**Run 1: signal wires on met1**

Bar = 20 um.
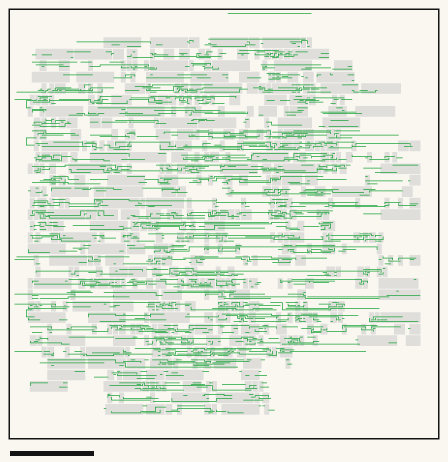
**Run 1: the metal 2 layer**

Bar = 20 um.
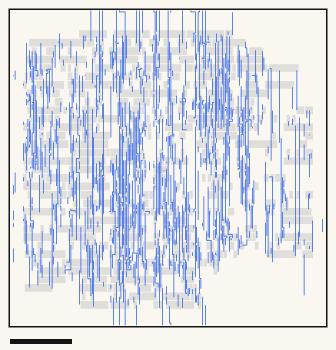
**Run 1: signal wires on met3**

Bar = 20 um.
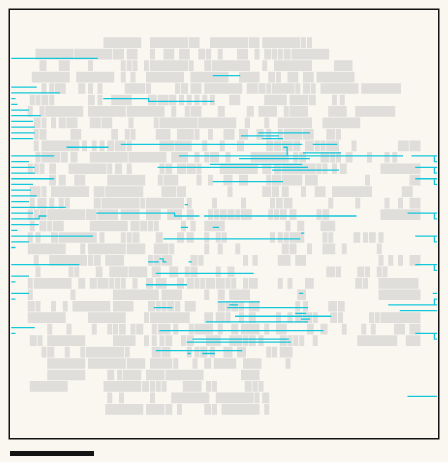
File: src/rtl/regbank_seq_if.sv
// Controller-side handshake between the issuing controller and the regbank sequencer.
// The controller drives the request fields; the sequencer returns status and the ALU result.
interface regbank_seq_if #(
    parameter int unsigned AW = 4,
    parameter int unsigned DW = 9
);
    logic          start;
    logic [2:0]    op;
    logic [AW-1:0] a1;
    logic [AW-1:0] a2;
    logic [AW-1:0] ad;
    logic [DW-1:0] imm;
    logic          busy;
    logic          done;
    logic          err;
    logic [DW-1:0] result;
    logic          carry;

    modport master (
        output start, op, a1, a2, ad, imm,
        input  busy, done, err, result, carry
    );

    modport slave (
        input  start, op, a1, a2, ad, imm,
        output busy, done, err, result, carry
    );
endinterface

File: src/rtl/regbank_seq.sv
// Micro-op sequencer for a 10 x 9-bit register bank: read two sources, run the ALU,
// write the destination back, and report completion through start/busy/done/err.
module regbank_seq #(
    parameter int unsigned NREG = 10,
    parameter int unsigned DW   = 9,
    parameter int unsigned AW   = 4
) (
    input  logic          clk,
    input  logic          rst_n,
    regbank_seq_if.slave  ctl,
    output logic [AW-1:0] sr1,
    output logic [AW-1:0] sr2,
    input  logic [DW-1:0] dsr1,
    input  logic [DW-1:0] dsr2,
    output logic [AW-1:0] dr,
    output logic [DW-1:0] din,
    output logic          write
);
    localparam int unsigned SW = DW + 1;

    typedef enum logic [2:0] {
        S_IDLE, S_READ, S_EXEC, S_WRITE, S_DONE, S_ERR
    } state_t;

    typedef enum logic [2:0] {
        OP_ADD = 3'd0, OP_SUB = 3'd1, OP_AND = 3'd2, OP_OR  = 3'd3,
        OP_XOR = 3'd4, OP_MOV = 3'd5, OP_LDI = 3'd6, OP_RSV = 3'd7
    } op_t;

    state_t        state, state_nx;
    op_t           op_q, op_nx;
    logic [AW-1:0] ad_q, ad_nx;
    logic [DW-1:0] imm_q, imm_nx;
    logic [DW-1:0] opnd1, opnd1_nx;
    logic [DW-1:0] opnd2, opnd2_nx;
    logic [DW-1:0] result_nx;
    logic          carry_nx;
    logic [AW-1:0] sr1_nx, sr2_nx, dr_nx;
    logic          busy_nx, done_nx, err_nx, write_nx;

    logic          bad1_c, bad2_c, badd_c, illegal_c;
    logic [SW-1:0] sum_c, diff_c;

    // Request legality: only the addresses an opcode actually uses are range-checked
    always_comb begin
        bad1_c    = ctl.a1 >= AW'(NREG);
        bad2_c    = ctl.a2 >= AW'(NREG);
        badd_c    = ctl.ad >= AW'(NREG);
        illegal_c = 1'b1;
        case (op_t'(ctl.op))
            OP_ADD, OP_SUB, OP_AND, OP_OR, OP_XOR: illegal_c = bad1_c | bad2_c | badd_c;
            OP_MOV:                                illegal_c = bad1_c | badd_c;
            OP_LDI:                                illegal_c = badd_c;
            default:                               illegal_c = 1'b1;
        endcase
    end

    // Zero-extended arithmetic; the top bit is the carry out or the borrow
    assign sum_c  = SW'(opnd1) + SW'(opnd2);
    assign diff_c = SW'(opnd1) - SW'(opnd2);

    always_comb begin
        state_nx  = state;
        op_nx     = op_q;
        ad_nx     = ad_q;
        imm_nx    = imm_q;
        opnd1_nx  = opnd1;
        opnd2_nx  = opnd2;
        result_nx = ctl.result;
        carry_nx  = ctl.carry;
        sr1_nx    = sr1;
        sr2_nx    = sr2;
        dr_nx     = dr;

        case (state)
            S_IDLE: begin
                if (ctl.start) begin
                    op_nx  = op_t'(ctl.op);
                    ad_nx  = ctl.ad;
                    imm_nx = ctl.imm;
                    if (illegal_c) begin
                        state_nx = S_ERR;
                    end else begin
                        state_nx = S_READ;
                        sr1_nx   = ctl.a1;
                        sr2_nx   = ctl.a2;
                    end
                end
            end
            S_READ: begin
                opnd1_nx = dsr1;
                opnd2_nx = dsr2;
                state_nx = S_EXEC;
            end
            S_EXEC: begin
                carry_nx = 1'b0;
                case (op_q)
                    OP_ADD: begin
                        result_nx = sum_c[DW-1:0];
                        carry_nx  = sum_c[DW];
                    end
                    OP_SUB: begin
                        result_nx = diff_c[DW-1:0];
                        carry_nx  = diff_c[DW];
                    end
                    OP_AND:  result_nx = opnd1 & opnd2;
                    OP_OR:   result_nx = opnd1 | opnd2;
                    OP_XOR:  result_nx = opnd1 ^ opnd2;
                    OP_MOV:  result_nx = opnd1;
                    OP_LDI:  result_nx = imm_q;
                    default: result_nx = ctl.result;
                endcase
                dr_nx    = ad_q;
                state_nx = S_WRITE;
            end
            S_WRITE: state_nx = S_DONE;
            S_DONE:  state_nx = S_IDLE;
            S_ERR:   state_nx = S_IDLE;
            default: state_nx = S_IDLE;
        endcase

        // Status outputs are decoded from the next state so they register in step with it
        busy_nx  = (state_nx == S_READ) || (state_nx == S_EXEC) || (state_nx == S_WRITE);
        write_nx = (state_nx == S_WRITE);
        done_nx  = (state_nx == S_DONE) || (state_nx == S_ERR);
        err_nx   = (state_nx == S_ERR);
    end

    always_ff @(posedge clk or negedge rst_n) begin
        if (!rst_n) begin
            state      <= S_IDLE;
            op_q       <= OP_ADD;
            ad_q       <= '0;
            imm_q      <= '0;
            opnd1      <= '0;
            opnd2      <= '0;
            ctl.result <= '0;
            ctl.carry  <= 1'b0;
            ctl.busy   <= 1'b0;
            ctl.done   <= 1'b0;
            ctl.err    <= 1'b0;
            sr1        <= '0;
            sr2        <= '0;
            dr         <= '0;
            write      <= 1'b0;
        end else begin
            state      <= state_nx;
            op_q       <= op_nx;
            ad_q       <= ad_nx;
            imm_q      <= imm_nx;
            opnd1      <= opnd1_nx;
            opnd2      <= opnd2_nx;
            ctl.result <= result_nx;
            ctl.carry  <= carry_nx;
            ctl.busy   <= busy_nx;
            ctl.done   <= done_nx;
            ctl.err    <= err_nx;
            sr1        <= sr1_nx;
            sr2        <= sr2_nx;
            dr         <= dr_nx;
            write      <= write_nx;
        end
    end

    // Write data is the registered result itself
    assign din = ctl.result;

endmodule

File: src/flat_wrapper.sv
// flat-port wrapper written by rule: the top's interface ports become plain ports
module regbank_seq_flat 
#(
    parameter int unsigned NREG = 10,
    parameter int unsigned DW   = 9,
    parameter int unsigned AW   = 4
)
  (clk, rst_n, sr1, sr2, dsr1, dsr2, dr, din, write, ctl_start, ctl_op, ctl_a1, ctl_a2, ctl_ad, ctl_imm, ctl_busy, ctl_done, ctl_err, ctl_result, ctl_carry);
  regbank_seq_if #(.AW(AW), .DW(DW)) ctl_i ();
  input  logic clk;
  input  logic rst_n;
  output logic [AW-1:0] sr1;
  output logic [AW-1:0] sr2;
  input  logic [DW-1:0] dsr1;
  input  logic [DW-1:0] dsr2;
  output logic [AW-1:0] dr;
  output logic [DW-1:0] din;
  output logic write;
  input wire logic [$bits(ctl_i.start)-1:0] ctl_start;
  input wire logic [$bits(ctl_i.op)-1:0] ctl_op;
  input wire logic [$bits(ctl_i.a1)-1:0] ctl_a1;
  input wire logic [$bits(ctl_i.a2)-1:0] ctl_a2;
  input wire logic [$bits(ctl_i.ad)-1:0] ctl_ad;
  input wire logic [$bits(ctl_i.imm)-1:0] ctl_imm;
  output wire logic [$bits(ctl_i.busy)-1:0] ctl_busy;
  output wire logic [$bits(ctl_i.done)-1:0] ctl_done;
  output wire logic [$bits(ctl_i.err)-1:0] ctl_err;
  output wire logic [$bits(ctl_i.result)-1:0] ctl_result;
  output wire logic [$bits(ctl_i.carry)-1:0] ctl_carry;
  assign ctl_i.start = ctl_start;
  assign ctl_i.op = ctl_op;
  assign ctl_i.a1 = ctl_a1;
  assign ctl_i.a2 = ctl_a2;
  assign ctl_i.ad = ctl_ad;
  assign ctl_i.imm = ctl_imm;
  assign ctl_busy = ctl_i.busy;
  assign ctl_done = ctl_i.done;
  assign ctl_err = ctl_i.err;
  assign ctl_result = ctl_i.result;
  assign ctl_carry = ctl_i.carry;
  regbank_seq #(.NREG(NREG), .DW(DW), .AW(AW)) u_core (.clk(clk), .rst_n(rst_n), .ctl(ctl_i), .sr1(sr1), .sr2(sr2), .dsr1(dsr1), .dsr2(dsr2), .dr(dr), .din(din), .write(write));
endmodule
File: config.mk
export PLATFORM = sky130hd
export DESIGN_NAME = regbank_seq_flat
export DESIGN_NICKNAME = d
export VERILOG_FILES = /design/src/rtl/regbank_seq_if.sv /design/src/rtl/regbank_seq.sv /design/src/flat_wrapper.sv
export SDC_FILE = /design/constraint.sdc
export NUM_CORES = 1
export LEC_CHECK = 0
export ABC_AREA = 1
export CAP_MARGIN = 0
export CORE_MARGIN = 4
export CORE_UTILIZATION = 45
export DETAILED_ROUTE_END_ITERATION = 10
export DONT_BUFFER_PORTS = 1
export PLACE_DENSITY = 0.72
export SLEW_MARGIN = 30
export SYNTH_ARGS = -nofsm -noshare
export SYNTH_HDL_FRONTEND = slang
export SYNTH_SLANG_ARGS = --single-unit
File: constraint.sdc
create_clock -name clk -period 1.96 [get_ports clk]
set_input_delay 0.294 -clock clk [delete_from_list [all_inputs] [get_ports clk]]
set_output_delay 0.294 -clock clk [all_outputs]
set_load 0.1 [all_outputs]
==> run_results.csv, run 1 <==
group,metric,value,unit
critical_path,path_depth,13,
final_layout,dominant-cell-class,"logic gates",
final_layout,area_share_nonclk_buffers,0.0727,
synth,syn_area,0.00394,mm^2
critical_path,crit_path_frequent_cell,"nand2_1",
synth,fa_ha_area_frac,0.0958,
cts,cts_max_level,3,
critical_path,slowest_delay,400,ps
min_path,holdCritStartpoint,"ctl_ad[3]",
timing,setup_viol,0,
final_layout,clk_share,0.0432,
floorplanning,std_cell_rows,33,
timing,fin_crit_sh,0.932,
route,drc,0,
route,detail_route.wl_per_cell,16.2,um
final_layout,logic_gates,363,
synth,synth-async-reset-ratio,1.00,
synth,xor_share,0.00222,
grt,grt-ovfl-total,0,
synth,synthesis.nets,598,
floorplanning,taps,105,
synth,synthFlopType,"dfrtp_1",
outcome,status,"complete, no violations",
floorplanning,num_io_pins,80,
final_layout,fin_area,0.00454,mm^2
final_layout,syn_to_final_growth,15.2,%
synth,ys_sh_mux,0,
synth,yosysTopAreaCell,"dfrtp_1",
placement,preCtsSetupSlack,-19.4,ps
cts,cts_buffer_depth,2,
critical_path,required,2210,ps
critical_path,reg2reg_from,"u_core.opnd2[0]",
final_layout,drive_gt1_frac,0.205,
timing,slew_headroom,0.613,
floorplanning,fp.coreArea,0.00838,mm^2
flow_run,drv_cap,0,
grt,grt_pass1_vias,3528,
final_layout,seq_share,0.349,
placement,io_buffers,0,
min_path,hold_path.class,"input port to register",
final_layout,layout.cells.most_common_list,"141 x nand2_1, 57 x inv_1, 54 x dfrtp_1",
placement,placedCellCount,641,
cts,cts_sinks,63,
placement,dp_hpwl,8.24,mm
floorplanning,die_w,102,um
grt,grt_use_total,0.218,
critical_path,timing.reg2reg.setup_slack,130,ps
synth,ys_top_logic_family,"simple AND/OR/NAND/NOR gates",
final_layout,nClkBuffers,9,
-- 'signal wires on met1' (at the start) --
552 nets have wire on it. The longest straight run is 44.6 um. The wires run mostly horizontal.
GR Util met1: 0.293
final wirelength: 10.8 mm
Via Count: 3468

-- 'the metal 2 layer' (at the start) --
The wires run mostly vertical. The longest straight run is 41.8 um. The layer holds 46% of the routed length. The layer carries 5000 um of wire.

-- 'signal wires on met3' (at the start) --
The wires run mostly horizontal. 76 nets have wire on it.
grt met3 use: 0.0640

-- run 1: stage by stage --
step	setup TNS, ps	utilization	hold slack [ps]
after floorplan	0	-	-1.59
after detailed placement	-19.4	0.503	0.496
after CTS	0	0.531	44.0
after global placement	0	0.503	0.348
final	0	0.542	55.2
after global routing	-31.5	0.542	53.6
-- run 1: timing repair --
item | 4_1_cts | 5_1_grt
gates resized | 2 | 21
setup buffers | 0 | 3
hold buffers | 2 | 0
pin swaps | 0 | 1
endpoints found under the hold margin | 63 | 0
endpoints found under the setup margin | 2 | 7
-- run 1: layer usage --
layer  vias up  wire length (um)  global-route usage
met5         -                 0                   0
met4         0               127              0.0603
met3        12               903              0.0640
met2       128              5000               0.345
met1      1599              4730               0.293
li1       1729                 -                   -
**Run 1: routing congestion map**

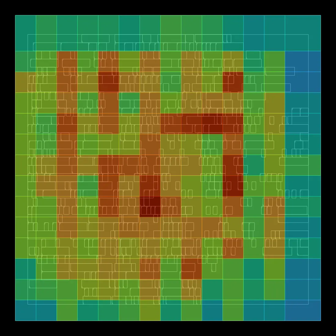

==> run 2: changes to the inputs <==
--- a/config.mk
+++ b/config.mk
@@ -9,10 +9,13 @@
 export CAP_MARGIN = 0
 export CORE_MARGIN = 4
 export CORE_UTILIZATION = 45
+export CTS_CLUSTER_DIAMETER = 200
 export DETAILED_ROUTE_END_ITERATION = 10
 export DONT_BUFFER_PORTS = 1
+export MAX_ROUTING_LAYER = met4
 export PLACE_DENSITY = 0.72
 export SLEW_MARGIN = 30
 export SYNTH_ARGS = -nofsm -noshare
 export SYNTH_HDL_FRONTEND = slang
 export SYNTH_SLANG_ARGS = --single-unit
+export TNS_END_PERCENT = 30
**Run 2: routing congestion map**

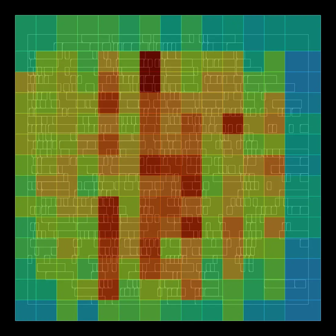
gr usage total: 0.231
layer with the highest usage: met2

**Run 2: signal wires on met3**

Bar = 20 um.
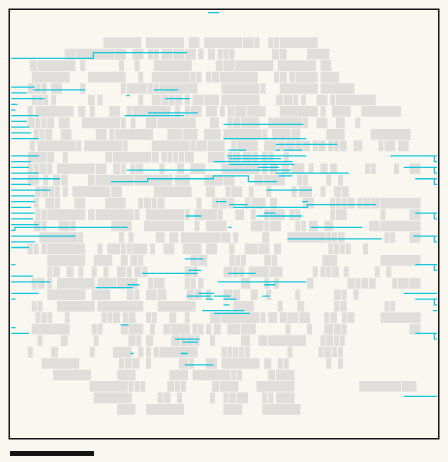
Via Count: 3583
grt met3 use: 0.0365
final wirelength: 10.9 mm

==> run_results.csv, run 2 <==
group,metric,value,unit
outcome,status,"complete, no violations",
synth,ys_chip_area,0.00394,mm^2
timing,setup_viol,0,
cts,root_buffer,"clkbuf_8",
cts,post_cts_resized,4,
grt,grt_use_met2,0.361,
critical_path,cp.arrival,2090,ps
final_layout,syn_to_final_growth,17.1,%
synth,top_cell_area_share,0.400,
cts,cts_buffers,9,
grt,grt_pass1_vias,3633,
critical_path,crit_chain,"ha_2 > inv_1 > fa_2 > inv_2 > nand3_1 > nand3_2 > buf_4 > a21oi_2 > o21ai_1 > nand3_1 > nand2_1 > nand2_1",
final_layout,fin_area,0.00462,mm^2
floorplanning,fp.coreArea,0.00838,mm^2
cts,post_cts_buffers,0,
route,wl_met1,4.92,mm
synth,synth_cell_types,36,
final_layout,nets,633,
route,initialDrtViolationCount,197,
min_path,hold_path.class,"input port to register",
timing,holdWs,59.5,ps
synth,synth-async-reset-ratio,1.00,
cts,cts_max_level,3,
flow_run,drv_cap,0,
route,drc,0,
route,detail_route.wl_per_cell,16.3,um
floorplanning,die_w,102,um
final_layout,layout.cells.most_common_list,"141 x nand2_1, 56 x inv_1, 54 x dfrtp_1",
synth,synth.cellmix.simpleShare,0.274,
placement,dp_hpwl,8.34,mm
placement,io_buffers,0,
critical_path,critical_path_buf_inv_count,3,
grt,grt_max_degree,64,
route,ant_nets,0,
timing,hold_viol_final,0,
floorplanning,num_io_pins,80,
critical_path,crit_type,"register to register",
critical_path,crit_path_end_kind,"register",
cts,ctsHoldBuffers,2,
synth,netlist_top_cells_count,"142 x nand2_1, 63 x dfrtp_1, 61 x inv_1, 40 x nor2_1, 36 x nand3_1",
synth,xor_share,0.00222,
grt,gr-usage-met1,0.307,
cts,cts_sinks,63,
final_layout,drive_gt1_frac,0.213,
grt,grt-ovfl-total,0,
timing,finalSetupTns,0,ps
synth,ys_top_logic_family,"simple AND/OR/NAND/NOR gates",
synth,synthFlopType,"dfrtp_1",
timing,fmax,540,MHz
cts,cts_buffer_depth,2,
synth,yosys_warnings,0,
synth,synth_cells,524,
floorplanning,std_cell_rows,33,
route,route.met2.wl,4.98,mm
synth,fa_ha_area_frac,0.0958,
synth,ys_sh_mux,0,
synth,synthesis.nets,598,
route,highest_layer,"met4",
critical_path,required,2200,ps
route,wl_met3,817,um
timing,slew_headroom,0.631,
placement,preCtsSetupSlack,-51.9,ps
synth,yosysTopAreaCell,"dfrtp_1",
synth,syn_area,0.00394,mm^2
final_layout,antennaDiodeCount,0,
timing,fin_crit_sh,0.944,
placement,placedCellCount,646,
final_layout,fin_util,0.551,
critical_path,slowest_delay,380,ps
[run 2: cell counts after synthesis]
Identical to the previous run, type by type.
[run 2: final timing paths]
path | endpoint | from | slack, ps | cells past startpoint
min | u_core.imm_q[5] | ctl_imm[5] | 60 | 2
min reg2reg | u_core.dr[3] | u_core.ad_q[3] | 470 | 2
max | u_core.ctl.result[4] | u_core.opnd2[0] | 110 | 12
min in group asynchronous | u_core.opnd2[4] | rst_n | 450 | 2
max in group asynchronous | u_core.ctl.result[7] | rst_n | 1180 | 2
max reg2reg | u_core.ctl.result[4] | u_core.opnd2[0] | 110 | 12
[run 2: cell type report]
type	instances	area, um^2
clock buffers	9	124
clock inverters	7	77.6
fillers	813	3760
inverters	74	283
multi-input cells	363	2030
flip-flops and latches	63	1590
well taps	105	131
repair buffers	48	383
